**src/rtl/mii_udp_tx_gen.sv**
```systemverilog
// mii_udp_tx_gen: UDP/IPv4 Ethernet II frame generator that drives an MII transmit interface.
// Sends preamble/SFD, MAC/IPv4/UDP headers, a payload read from a FIFO, zero padding,
// an optional FCS and the inter-frame gap. The IPv4 checksum is computed while the preamble is sent.
// Ports: mii_tx_clk (only clock), rst (async, active high), start/pay_len (frame request and length),
//   pay_rd/pay_data (payload FIFO; data is valid the cycle after pay_rd), busy/done (frame status),
//   mii_tx_en/mii_tx_er/mii_tx_da (MII transmit, low nibble of each byte first).
// Define UDP_TX_GEN_FCS_EN to append a CRC-32 FCS; otherwise the MAC/PHY must append it.
module mii_udp_tx_gen #(
  parameter logic [47:0] DST_MAC = 48'hFF_FF_FF_FF_FF_FF,
  parameter logic [47:0] SRC_MAC = 48'h00_0A_35_01_FE_C0,
  parameter logic [31:0] SRC_IP = 32'hC0A8_0002,
  parameter logic [31:0] DST_IP = 32'hC0A8_0003,
  parameter logic [15:0] SRC_PORT = 16'd5000,
  parameter logic [15:0] DST_PORT = 16'd6000,
  parameter int MAX_LEN = 1472,
  parameter int IFG_BYTES = 12
) (
  input  logic        mii_tx_clk,
  input  logic        rst,
  input  logic        start,
  input  logic [10:0] pay_len,
  output logic        pay_rd,
  input  logic [7:0]  pay_data,
  output logic        busy,
  output logic        done,
  output logic        mii_tx_en,
  output logic        mii_tx_er,
  output logic [3:0]  mii_tx_da
);
  typedef enum logic [3:0] {IDLE, PRE, ETH, IPH, UDPH, PAY, PAD, FCS, IFG} state_t;
`ifdef UDP_TX_GEN_FCS_EN
  localparam state_t TAIL = FCS;
  logic [31:0] crc, crc_inv;
  function automatic logic [31:0] crc4(input logic [31:0] c, input logic [3:0] d);
    logic [31:0] r;
    r = c;
    for (int i = 0; i < 4; i++) r = (r[0] ^ d[i]) ? ((r >> 1) ^ 32'hEDB8_8320) : (r >> 1);
    return r;
  endfunction
`else
  localparam state_t TAIL = IFG;
`endif
  state_t st, st_n, succ;
  logic [10:0] cnt, cnt_n, last, len;
  logic ph, ph_n;
  logic [15:0] id, acc, tot_len, udp_len;
  logic [16:0] acc_sum;
  logic [3:0] wk, wsel;
  logic [143:0] cw;
  logic [335:0] hdr;
  logic [5:0] hidx, hoff;
  logic [7:0] pay_q, byte_n;
  logic [3:0] nib_n, da_n;
  logic rd_n, done_n, en_n;
  assign mii_tx_er = 1'b0;
  // The output registers are loaded from the position the sequencer moves to, so every
  // nibble leaves a flop. Payload bytes are therefore requested one nibble earlier than
  // they are shown: the low nibble is taken straight from pay_data, the high one from pay_q.
  always_comb begin
    tot_len = 16'd28 + {5'd0, len};
    udp_len = 16'd8 + {5'd0, len};
    cw = {16'h4500, tot_len, id, 16'h4000, 16'h4011, SRC_IP, DST_IP};
    wk = {cnt[2:0], ph};
    wsel = (wk < 4'd9) ? 4'd8 - wk : 4'd0;
    acc_sum = {1'b0, acc} + {1'b0, cw[{wsel, 4'b0000} +: 16]};
    hdr = {DST_MAC, SRC_MAC, 16'h0800, 16'h4500, tot_len, id, 16'h4000, 16'h4011, ~acc,
           SRC_IP, DST_IP, SRC_PORT, DST_PORT, udp_len, 16'h0000};
    last = (st == PRE)  ? 11'd7 :
           (st == ETH)  ? 11'd13 :
           (st == IPH)  ? 11'd19 :
           (st == UDPH) ? 11'd7 :
           (st == PAY)  ? len - 11'd1 :
           (st == PAD)  ? 11'd17 - len :
           (st == FCS)  ? 11'd3 : 11'(IFG_BYTES - 1);
    succ = (st == PRE)  ? ETH :
           (st == ETH)  ? IPH :
           (st == IPH)  ? UDPH :
           (st == UDPH) ? ((len != 11'd0) ? PAY : PAD) :
           (st == PAY)  ? ((len < 11'd18) ? PAD : TAIL) :
           (st == PAD)  ? TAIL :
           (st == FCS)  ? IFG : IDLE;
    st_n = st;
    cnt_n = cnt;
    ph_n = ph;
    if (st == IDLE) begin
      st_n = start ? PRE : IDLE;
      cnt_n = '0;
      ph_n = 1'b0;
    end else if (!ph) begin
      ph_n = 1'b1;
    end else begin
      ph_n = 1'b0;
      st_n = (cnt == last) ? succ : st;
      cnt_n = (cnt == last) ? 11'd0 : cnt + 11'd1;
    end
    hidx = (st_n == ETH) ? cnt_n[5:0] : (st_n == IPH) ? cnt_n[5:0] + 6'd14 : cnt_n[5:0] + 6'd34;
    hoff = (hidx > 6'd41) ? 6'd0 : 6'd41 - hidx;
    byte_n = (st_n == PRE) ? ((cnt_n == 11'd7) ? 8'hD5 : 8'h55) :
             (st_n inside {ETH, IPH, UDPH}) ? hdr[{hoff, 3'b000} +: 8] :
             (st_n == PAY) ? (ph_n ? pay_q : pay_data) : 8'h00;
    nib_n = ph_n ? byte_n[7:4] : byte_n[3:0];
`ifdef UDP_TX_GEN_FCS_EN
    crc_inv = ~crc;
    da_n = (st_n == FCS) ? crc_inv[{cnt_n[1:0], ph_n, 2'b00} +: 4] : nib_n;
`else
    da_n = nib_n;
`endif
    en_n = (st_n != IDLE) && (st_n != IFG);
    rd_n = !ph_n && (((st_n == UDPH) && (cnt_n == 11'd7) && (len != 11'd0)) ||
                     ((st_n == PAY) && (cnt_n != len - 11'd1)));
    done_n = (st_n == IFG) && (cnt_n == 11'(IFG_BYTES - 1)) && ph_n;
  end
  always_ff @(posedge mii_tx_clk or posedge rst) begin
    if (rst) begin
      st <= IDLE;
      cnt <= '0;
      ph <= 1'b0;
      len <= '0;
      id <= '0;
      acc <= '0;
      pay_q <= '0;
      pay_rd <= 1'b0;
      busy <= 1'b0;
      done <= 1'b0;
      mii_tx_en <= 1'b0;
      mii_tx_da <= '0;
`ifdef UDP_TX_GEN_FCS_EN
      crc <= '1;
`endif
    end else begin
      st <= st_n;
      cnt <= cnt_n;
      ph <= ph_n;
      pay_rd <= rd_n;
      busy <= st_n != IDLE;
      done <= done_n;
      mii_tx_en <= en_n;
      mii_tx_da <= da_n;
      if (st == IDLE && start) begin
        len <= (pay_len > 11'(MAX_LEN)) ? 11'(MAX_LEN) : pay_len;
        acc <= '0;
      end
      // Ones-complement sum of the nine non-checksum header words, one word per PRE nibble.
      if (st == PRE && wk < 4'd9) acc <= acc_sum[15:0] + {15'd0, acc_sum[16]};
      if (st_n == PAY && !ph_n) pay_q <= pay_data;
      if (st == IFG && st_n == IDLE) id <= id + 16'd1;
`ifdef UDP_TX_GEN_FCS_EN
      if (st == IDLE && start) crc <= '1;
      else if (st_n inside {ETH, IPH, UDPH, PAY, PAD}) crc <= crc4(crc, nib_n);
`endif
    end
  end
endmodule

```
**config.mk**
```make
export PLATFORM = sky130hd
export DESIGN_NAME = mii_udp_tx_gen
export DESIGN_NICKNAME = d
export VERILOG_FILES = /design/src/rtl/mii_udp_tx_gen.sv
export SDC_FILE = /design/constraint.sdc
export NUM_CORES = 1
export LEC_CHECK = 0
export CAP_MARGIN = 20
export CORE_UTILIZATION = 30
export DETAILED_ROUTE_END_ITERATION = 16
export GPL_TIMING_DRIVEN = 0
export SYNTH_ARGS = -nofsm -noshare
export SYNTH_HDL_FRONTEND = slang
export SYNTH_SLANG_ARGS = --single-unit
```
**constraint.sdc**
```tcl
create_clock -name mii_tx_clk -period 11.2 [get_ports mii_tx_clk]
set_input_delay 1.12 -clock mii_tx_clk [delete_from_list [all_inputs] [get_ports mii_tx_clk]]
set_output_delay 1.12 -clock mii_tx_clk [all_outputs]
set_load 0.01 [all_outputs]
```
placement.png
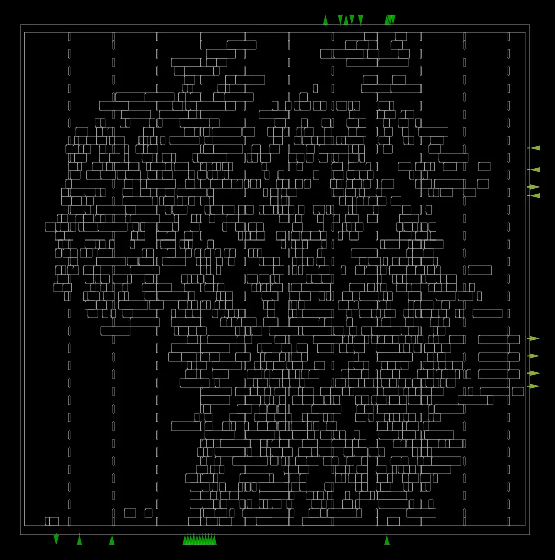
post-route non-filler standard cell count: 1,344
Core Util, Final: 35.06%
std cell rows: 57

placement_by_type.png
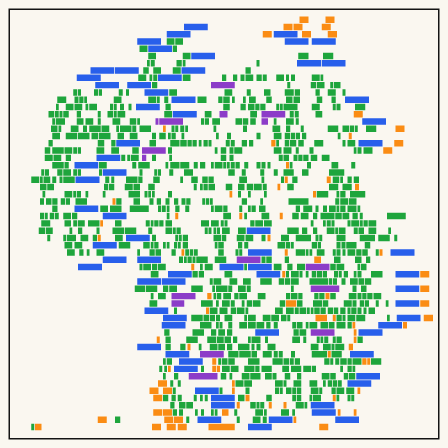
other buffers and delay cells -> orange  # cells 86, share of their area 7.0%
clock drivers and dummy loads -> purple  # cells 16, share of their area 4.0%
flops -> blue  # cells 71, share of their area 22%
combinational and other logic -> green  # cells 847, share of their area 67%
Final Instance Area: 8552 µm²
core footprint: 24,390 µm²

flops_by_reg.png
The bar under the picture is 50 µm long.
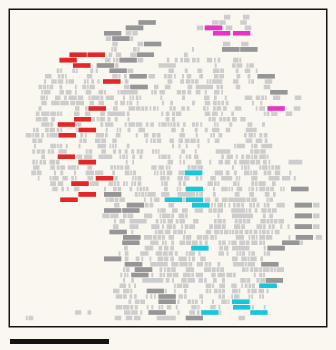
mii_tx_da -> magenta  # placed flops 4
cnt -> cyan  # placed flops 11
acc -> red  # placed flops 16
Seq/total area: 20.78%
Reg area: 1777 µm²

==> results.py <==
# Synthesis and PnR figures
metrics = {
    "status": {
        "status": "finished clean",
    },
    "placed_design": {
        "dp_slack_ns": 3.746,
        "io_buffers": 29,
        "place_hpwl_mm": 20.83,
    },
    "timing": {
        "clock_skew_ns": 0.01281,
        "post-route-period-util_pct": 67.28,
        "max_slew.worst_pin.slew_ns": 1.028,
        "setup_ws_ns": 3.665,
    },
    "logic_synthesis": {
        "yosysCellCount": 973,
        "synthCells": 973,
        "aoi_share_pct": 26.18,
        "synthTopLogicFamily": "AND-OR/OR-AND gates",
        "ys_sh_mux_pct": 2.105,
        "xor_area_share_pct": 11.43,
        "async_flop_share_pct": 100.0,
        "ys_types": 99,
        "synth_seq_share_pct": 23.72,
        "ff_type": "dfrtp_1",
    },
    "final_layout": {
        "largestClassByArea": "combinational gates",
        "final_cell_mix": "nand2_1 (116), nor2_1 (72), dfrtp_1 (71)",
        "ff_count": 71,
        "reg_top3": "acc x16, id x16",
        "comb_cells": 810,
        "fin_nets": 1072,
        "comb_area_share_pct": 62.38,
        "layout-drive-gt1-share_pct": 7.157,
    },
    "critical_path": {
        "r2r-start": "len[3]",
        "path_common_cell": "nand2_1",
        "critPathMaxStageDelay_ns": 0.56,
        "reg2reg_setup_slack_ns": 3.66,
        "cpLargestDelayFamily": "AND-OR/OR-AND gates",
        "cp_num_buf_inv": 5,
        "cp.required_ns": 11.47,
    },
    "detailed_routing": {
        "wirelength_met1_mm": 11.84,
        "route.met3.wl_mm": 1.781,
    },
    "clocking": {
        "cts_post_setup_buffers_inserted": 0,
        "clkSinkCount": 71,
    },
    "worst_hold_path": {
        "worstHoldPathType": "reg -> reg",
        "hp-start": "pay_q[7]",
    },
    "global_route": {
        "grt_pass1_vias": 7279,
        "use_met3_pct": 3.766,
    },
    "die": {
        "die_w_um": 160.0,
        "die_h_um": 160.0,
    },
}
